[config.mk]
export PLATFORM = sky130hd
export DESIGN_NAME = tx_frame_scheduler_flat
export DESIGN_NICKNAME = d
export VERILOG_FILES = /design/src/rtl/tx_sched_pkg.sv /design/src/rtl/tx_sched_if.sv /design/src/rtl/rr_arbiter_2.sv /design/src/rtl/tx_frame_scheduler.sv /design/src/flat_wrapper.sv
export SDC_FILE = /design/constraint.sdc
export NUM_CORES = 1
export LEC_CHECK = 0
export CAP_MARGIN = 15
export CORE_ASPECT_RATIO = 1.75
export CORE_UTILIZATION = 55
export DETAILED_ROUTE_END_ITERATION = 6
export PLACE_DENSITY = 0.78
export SLEW_MARGIN = 40
export SYNTH_ARGS = -nofsm -noshare
export SYNTH_HDL_FRONTEND = slang
export SYNTH_SLANG_ARGS = --single-unit
[constraint.sdc]
create_clock -name clk -period 3.1 [get_ports clk]
set_input_delay 0.31 -clock clk [delete_from_list [all_inputs] [get_ports clk]]
set_output_delay 0.31 -clock clk [all_outputs]
set_load 0.03 [all_outputs]
[src/rtl/tx_sched_pkg.sv]
// Shared types and widths for the TX frame scheduler.
// Optional statistics are enabled with TX_SCHED_STATS_EN.
package tx_sched_pkg;

    typedef enum logic [1:0] {
        ST_IDLE,
        ST_SEND,
        ST_PAD,
        ST_GAP
    } state_t;

    localparam int CNT_W = $clog2(4096);
    localparam int GAP_W = $clog2(256);

endpackage

[src/rtl/tx_sched_if.sv]
// Requester and BCH-side bit streams of the TX frame scheduler.
// Master is the scheduler; slave is the surrounding TX path.
interface tx_sched_if;

    logic req0_valid;
    logic req0_data;
    logic req0_last;
    logic req0_ready;
    logic req1_valid;
    logic req1_data;
    logic req1_last;
    logic req1_ready;
    logic out_valid;
    logic out_data;
    logic out_ready;

    modport master (
        input  req0_valid, req0_data, req0_last,
        input  req1_valid, req1_data, req1_last,
        output req0_ready, req1_ready,
        output out_valid, out_data,
        input  out_ready
    );

    modport slave (
        output req0_valid, req0_data, req0_last,
        output req1_valid, req1_data, req1_last,
        input  req0_ready, req1_ready,
        input  out_valid, out_data,
        output out_ready
    );

endinterface

[src/rtl/rr_arbiter_2.sv]
// Two-way round-robin arbiter with one-hot grant.
// last=1 means req1 owned the previous frame.
module rr_arbiter_2 (
    input  logic       req0,
    input  logic       req1,
    input  logic       last,
    input  logic       en,
    output logic [1:0] grant
);

    always_comb begin
        grant = 2'b00;
        if (en) begin
            if (req0 && (!req1 || last)) begin
                grant = 2'b01;
            end else if (req1) begin
                grant = 2'b10;
            end
        end
    end

endmodule

[src/rtl/tx_frame_scheduler.sv]
// Frames two bit requesters into fixed-size BCH input frames.
// Define TX_SCHED_STATS_EN to add per-requester frame/pad counters.
module tx_frame_scheduler
    import tx_sched_pkg::*;
#(
    parameter int FRAME_BITS = 64,
    parameter int GAP_CYCLES = 4
) (
    input  logic        clk,
    input  logic        rst,
    tx_sched_if.master  bus,
    output logic [1:0]  grant,
    output logic        busy
`ifdef TX_SCHED_STATS_EN
    ,
    output logic [15:0] frames0_cnt,
    output logic [15:0] frames1_cnt,
    output logic [15:0] pad_cnt
`endif
);

    localparam logic [CNT_W-1:0] FB_LAST =
        CNT_W'(FRAME_BITS - 1);
    localparam logic [GAP_W-1:0] GAP_LAST =
        GAP_W'((GAP_CYCLES > 0) ? GAP_CYCLES - 1 : 0);

    state_t           state;
    logic [CNT_W-1:0] cnt;
    logic [GAP_W-1:0] gap_cnt;
    logic [1:0]       grant_q;
    logic             last_q;
    logic [1:0]       arb_grant;
    logic             sel_valid;
    logic             sel_data;
    logic             sel_last;
    logic             hs;
    logic             frame_done;

    rr_arbiter_2 u_arb (
        .req0  (bus.req0_valid),
        .req1  (bus.req1_valid),
        .last  (last_q),
        .en    (state == ST_IDLE),
        .grant (arb_grant)
    );

    assign sel_valid = grant_q[1] ? bus.req1_valid
                                  : bus.req0_valid;
    assign sel_data  = grant_q[1] ? bus.req1_data
                                  : bus.req0_data;
    assign sel_last  = grant_q[1] ? bus.req1_last
                                  : bus.req0_last;

    // Reset forces every output low even before the state settles
    always_comb begin
        bus.out_valid  = 1'b0;
        bus.out_data   = 1'b0;
        bus.req0_ready = 1'b0;
        bus.req1_ready = 1'b0;
        if (!rst) begin
            unique case (state)
                ST_SEND: begin
                    bus.out_valid  = sel_valid;
                    bus.out_data   = sel_data;
                    bus.req0_ready = grant_q[0] & bus.out_ready;
                    bus.req1_ready = grant_q[1] & bus.out_ready;
                end
                ST_PAD:  bus.out_valid = 1'b1;
                default: ;
            endcase
        end
    end

    assign hs         = bus.out_valid && bus.out_ready;
    assign frame_done = hs && (cnt == FB_LAST);
    assign grant      = rst ? 2'b00 : grant_q;
    assign busy       = !rst && (state != ST_IDLE);

    always_ff @(posedge clk) begin
        if (rst) begin
            state   <= ST_IDLE;
            cnt     <= '0;
            gap_cnt <= '0;
            grant_q <= 2'b00;
            last_q  <= 1'b1;
        end else begin
            unique case (state)
                ST_IDLE: begin
                    if (|arb_grant) begin
                        state   <= ST_SEND;
                        grant_q <= arb_grant;
                        last_q  <= arb_grant[1];
                        cnt     <= '0;
                    end
                end
                ST_SEND, ST_PAD: begin
                    if (frame_done) begin
                        cnt     <= '0;
                        gap_cnt <= '0;
                        grant_q <= 2'b00;
                        state   <= (GAP_CYCLES == 0) ? ST_IDLE
                                                     : ST_GAP;
                    end else if (hs) begin
                        cnt <= cnt + 1'b1;
                        if (state == ST_SEND && sel_last) begin
                            state <= ST_PAD;
                        end
                    end
                end
                ST_GAP: begin
                    if (gap_cnt == GAP_LAST) begin
                        state <= ST_IDLE;
                    end else begin
                        gap_cnt <= gap_cnt + 1'b1;
                    end
                end
                default: state <= ST_IDLE;
            endcase
        end
    end

`ifdef TX_SCHED_STATS_EN
    always_ff @(posedge clk) begin
        if (rst) begin
            frames0_cnt <= '0;
            frames1_cnt <= '0;
            pad_cnt     <= '0;
        end else if (frame_done) begin
            if (grant_q[0]) frames0_cnt <= frames0_cnt + 1'b1;
            if (grant_q[1]) frames1_cnt <= frames1_cnt + 1'b1;
            if (state == ST_PAD) pad_cnt <= pad_cnt + 1'b1;
        end
    end
`endif

endmodule

[src/flat_wrapper.sv]
// flat-port wrapper written by rule: the top's interface ports become plain ports
module tx_frame_scheduler_flat import tx_sched_pkg::*;
#(
    parameter int FRAME_BITS = 64,
    parameter int GAP_CYCLES = 4
)
  (clk, rst, grant, busy, bus_req0_valid, bus_req0_data, bus_req0_last, bus_req1_valid, bus_req1_data, bus_req1_last, bus_req0_ready, bus_req1_ready, bus_out_valid, bus_out_data, bus_out_ready);
  tx_sched_if bus_i ();
  input  logic clk;
  input  logic rst;
  output logic [1:0] grant;
  output logic busy;
  input wire logic [$bits(bus_i.req0_valid)-1:0] bus_req0_valid;
  input wire logic [$bits(bus_i.req0_data)-1:0] bus_req0_data;
  input wire logic [$bits(bus_i.req0_last)-1:0] bus_req0_last;
  input wire logic [$bits(bus_i.req1_valid)-1:0] bus_req1_valid;
  input wire logic [$bits(bus_i.req1_data)-1:0] bus_req1_data;
  input wire logic [$bits(bus_i.req1_last)-1:0] bus_req1_last;
  output wire logic [$bits(bus_i.req0_ready)-1:0] bus_req0_ready;
  output wire logic [$bits(bus_i.req1_ready)-1:0] bus_req1_ready;
  output wire logic [$bits(bus_i.out_valid)-1:0] bus_out_valid;
  output wire logic [$bits(bus_i.out_data)-1:0] bus_out_data;
  input wire logic [$bits(bus_i.out_ready)-1:0] bus_out_ready;
  assign bus_i.req0_valid = bus_req0_valid;
  assign bus_i.req0_data = bus_req0_data;
  assign bus_i.req0_last = bus_req0_last;
  assign bus_i.req1_valid = bus_req1_valid;
  assign bus_i.req1_data = bus_req1_data;
  assign bus_i.req1_last = bus_req1_last;
  assign bus_req0_ready = bus_i.req0_ready;
  assign bus_req1_ready = bus_i.req1_ready;
  assign bus_out_valid = bus_i.out_valid;
  assign bus_out_data = bus_i.out_data;
  assign bus_i.out_ready = bus_out_ready;
  tx_frame_scheduler #(.FRAME_BITS(FRAME_BITS), .GAP_CYCLES(GAP_CYCLES)) u_core (.clk(clk), .rst(rst), .bus(bus_i), .grant(grant), .busy(busy));
endmodule
### Sequential cells coloured by netlist name, run 1

Drawn at 4 px/um. Other sequential cells in the stronger grey, the rest of the logic in the fainter grey.
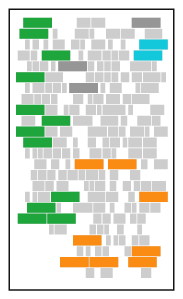
| colour | signal | placed flops |
|---|---|---|
| green | u_core.cnt | 12 |
| orange | u_core.gap_cnt | 8 |
| cyan | u_core.state | 2 |
not coloured: 3
Seq area share: 29.9%
Reg area: 500 sq um

### Signal wires on met3, run 1

Drawn at 4 px/um.
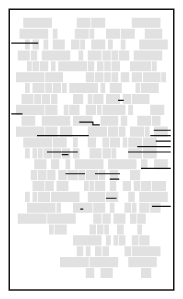
main direction: horizontal
share of all routed wire: 3.0%
wire length on this layer: 94.1 um
longest straight run: 12.6 um

### Clock network drawn from the DEF, run 1

Drawn at 8 px/um.
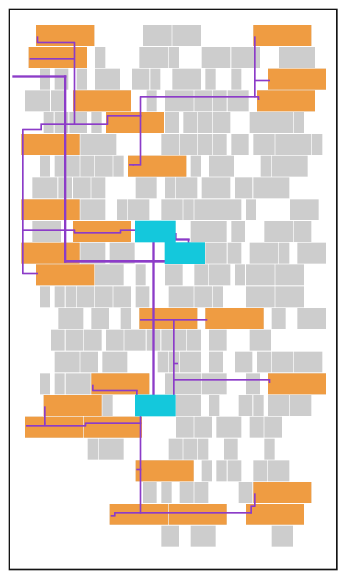
[purple] clock wires | length: 284 um
[orange] flip-flops | count: 25
[cyan] clock drivers | count: 3
flops lie: spread over the die
routed clock nets: 4

==> results_slide.txt, run 1 <==
Key Metrics from the Run

Run status
  • Status: completed

STA
  • Relative slew slack: 55.4%
  • RSZ-0062 raised after global routing: no
  • Final WS setup: 0.440 ns
  • Final Hold Fails: 0
  • Hold Worst Slack: 0.480 ns
  • Post-layout min period: 2.66 ns
  • Fmax: 376 MHz

Pwr
  • Total power: 1.16 mW
  • PD cells: 695 nW/um^2
  • Combinational power: 0.594 mW
  • Int Pwr: 0.676 mW
  • Sw frac: 41.9%
  • Gate power share: 51.1%
  • Sw Pwr: 0.487 mW

Clock network
  • Max clock buf depth: 2
  • Root Driver: clkbuf_8
  • CTS sink cnt: 25

Detailed routing
  • Mean routed wirelength per cell: 14.1 um
  • Drt first pass iters: 4
  • Top sig layer: met4
  • Routed WL: 3.11 mm
  • Routed wl met2: 1.65 mm
  • First DRT Iteration DRCs: 36
  • Remaining DRCs: 0
  • Vias: 1,330

Cells and area
  • Area Growth Syn to Fin: 15.7%
  • Fin cells: 220
  • Multi-input gate area: 888 sq um
  • Final non-clock buffer share: 10.3%
  • # diodes: 0
  • Seq cells: 25
  • Filler cell count: 228
  • Largest register by flop count: u_core.cnt
  • Max reg flops: 12
  • Post-layout net count: 210
  • Layout cells sized above 1: 6.19%

GRT
  • All-Layer GR Usage: 24.2%
  • Met3 Use GR: 3.21%
  • Met1 Resource Use GR: 26.2%
  • Busiest grt layer: met2

Synth
  • Most frequent cell after synthesis: dfxtp_1
  • Most used DFF post-synth: dfxtp_1
  • Area figure in the yosys stat output: 1450 sq um
  • Yosys Instances: 178
  • Top area contributor share: 34.6%
  • Asr flop ratio synth: 0%
  • Flip-flops with a built-in enable: 0
  • Ao+oa area frac: 14.2%
  • Flops after synth: 25

Die
  • Die y size: 69.8 um
  • Chip area: 2850 sq um
  • Initial Utilization: 58.0%

Critical path
  • Worst EP required: 2.79 ns
  • Critical path cell sequence: inv_1 > ha_1 > inv_1 > o31ai_2 > clkdlybuf4s50_1
  • Cell mode on critical path: inv_1
  • Worst EP arrival: 2.35 ns
  • CP max stage cell: clkdlybuf4s50_1
  • Critical path type: reg2out
  • WP depth: 5
  • CP peak stage delay: 0.74 ns
  • Family with the most delay on the worst path: buffers and inverters

Place
  • Post-DP Area: 1630 sq um
  • Pre-CTS WS: 0.652 ns

Job
  • Maxcap violations: 0

Worst hold path
  • Worst Hold End: u_core.gap_cnt[1]
==> run 2: changes to the inputs <==
--- a/config.mk
+++ b/config.mk
@@ -10,7 +10,7 @@
 export CORE_UTILIZATION = 55
 export DETAILED_ROUTE_END_ITERATION = 6
 export PLACE_DENSITY = 0.78
-export SLEW_MARGIN = 40
+export SLEW_MARGIN = 20
 export SYNTH_ARGS = -nofsm -noshare
 export SYNTH_HDL_FRONTEND = slang
 export SYNTH_SLANG_ARGS = --single-unit
### Clock network drawn from the DEF, run 2

Drawn at 8 px/um.
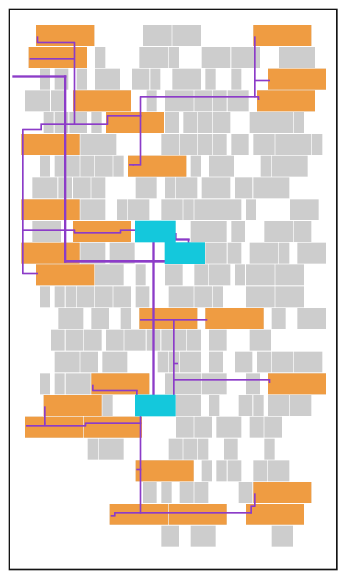
[purple] clock wires | length: 284 um
[orange] flip-flops | count: 25
[cyan] clock drivers | count: 3
flops lie: spread over the die
routed clock nets: 4

### Signal wires on met3, run 2

Drawn at 4 px/um.
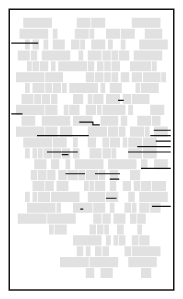
main direction: horizontal
nets with wire on the layer: 16
wire length on this layer: 94.1 um
share of all routed wire: 3.0%

==> run 2 against run 1 <==
Compared with the run above: core utilization stayed put; combinational power hardly changed; fmax did not move; power unchanged; via count unchanged; hold slack stayed put; global-route usage did not move; die area stayed put; critical path depth did not move; flip-flop count unchanged; non-clock buffer count did not move; critical path type unchanged; highest routed layer unchanged.
==> results_slide.txt, run 2 <==
Key Metrics from the Run

GRT
  • Met3 Use GR: 3.21% (unchanged)
  • Met1 Resource Use GR: 26.2% (unchanged)
  • Busiest grt layer: met2 (unchanged)
  • All-Layer GR Usage: 24.2% (unchanged)

Place
  • Post-DP Area: 1630 sq um (unchanged)
  • I/O Buffers: 15 (unchanged)
  • Pre-CTS WS: 0.652 ns (unchanged)

Critical path
  • Worst reg2reg endpoint: u_core.state[0] (unchanged)
  • Family with the most delay on the worst path: buffers and inverters (unchanged)
  • WP depth: 5 (unchanged)
  • CP max stage cell: clkdlybuf4s50_1 (unchanged)
  • CP peak stage delay: 0.74 ns (about the same)
  • Worst EP required: 2.79 ns (about the same)
  • Critical path cell sequence: inv_1 > ha_1 > inv_1 > o31ai_2 > clkdlybuf4s50_1 (unchanged)
  • Worst EP arrival: 2.35 ns (about the same)
  • Cell mode on critical path: inv_1 (unchanged)
  • Critical path type: reg2out (unchanged)

Cells and area
  • Seq cells: 25 (unchanged)
  • Post-layout net count: 210 (unchanged)
  • # diodes: 0 (unchanged)
  • Max reg flops: 12 (unchanged)
  • Reg area: 500 sq um (unchanged)
  • Fin cells: 220 (unchanged)
  • Multi-input gate area: 888 sq um (unchanged)
  • Layout Utilization: 67.1% (unchanged)
  • Largest register by flop count: u_core.cnt (unchanged)
  • Invs w/o clock: 9 (unchanged)
  • Seq area share: 29.9% (unchanged)
  • Final non-clock buffer share: 10.3% (unchanged)
  • Area Growth Syn to Fin: 15.7% (unchanged)

Synth
  • Area figure in the yosys stat output: 1450 sq um (unchanged)
  • Ao+oa area frac: 14.2% (unchanged)
  • Most frequent cell after synthesis: dfxtp_1 (unchanged)
  • Most used DFF post-synth: dfxtp_1 (unchanged)
  • Top area contributor share: 34.6% (unchanged)
  • Syn_nets: 193 (unchanged)
  • Flops after synth: 25 (unchanged)
  • Flip-flops with a built-in enable: 0 (unchanged)
  • Yosys Instances: 178 (unchanged)
  • Asr flop ratio synth: 0% (unchanged)

STA
  • Fmax: 376 MHz (unchanged)
  • RSZ-0062 raised after global routing: no (unchanged)
  • Final WS setup: 0.440 ns (unchanged)
  • Final Hold Fails: 0 (unchanged)
  • Relative slew slack: 55.4% (unchanged)
  • Post-layout min period: 2.66 ns (unchanged)

Job
  • OpenROAD warning count: 29 (unchanged)
  • Maxcap violations: 0 (unchanged)

Pwr
  • Sw frac: 41.9% (unchanged)
  • Total power: 1.16 mW (unchanged)
  • Combinational power: 0.594 mW (about the same)
  • PD cells: 695 nW/um^2 (unchanged)
  • Sw Pwr: 0.487 mW (unchanged)

Clock network
  • Max clock buf depth: 2 (unchanged)
  • CTS tree: done (unchanged)
  • Root Driver: clkbuf_8 (unchanged)
  • CTS sink cnt: 25 (unchanged)

Detailed routing
  • Post-DRT Antenna Nets: 0 (unchanged)
  • Drt first pass iters: 4 (unchanged)
  • Top sig layer: met4 (unchanged)
  • Mean routed wirelength per cell: 14.1 um (unchanged)
  • Remaining DRCs: 0 (unchanged)
  • Routed WL: 3.11 mm (unchanged)
  • Routed wl met2: 1.65 mm (unchanged)
  • Vias: 1,330 (unchanged)

Die
  • Chip area: 2850 sq um (unchanged)
  • Die y size: 69.8 um (unchanged)
  • Initial Utilization: 58.0% (unchanged)

Run status
  • Status: completed (unchanged)
No activity file was given, so power comes from the tool's default toggle rates.
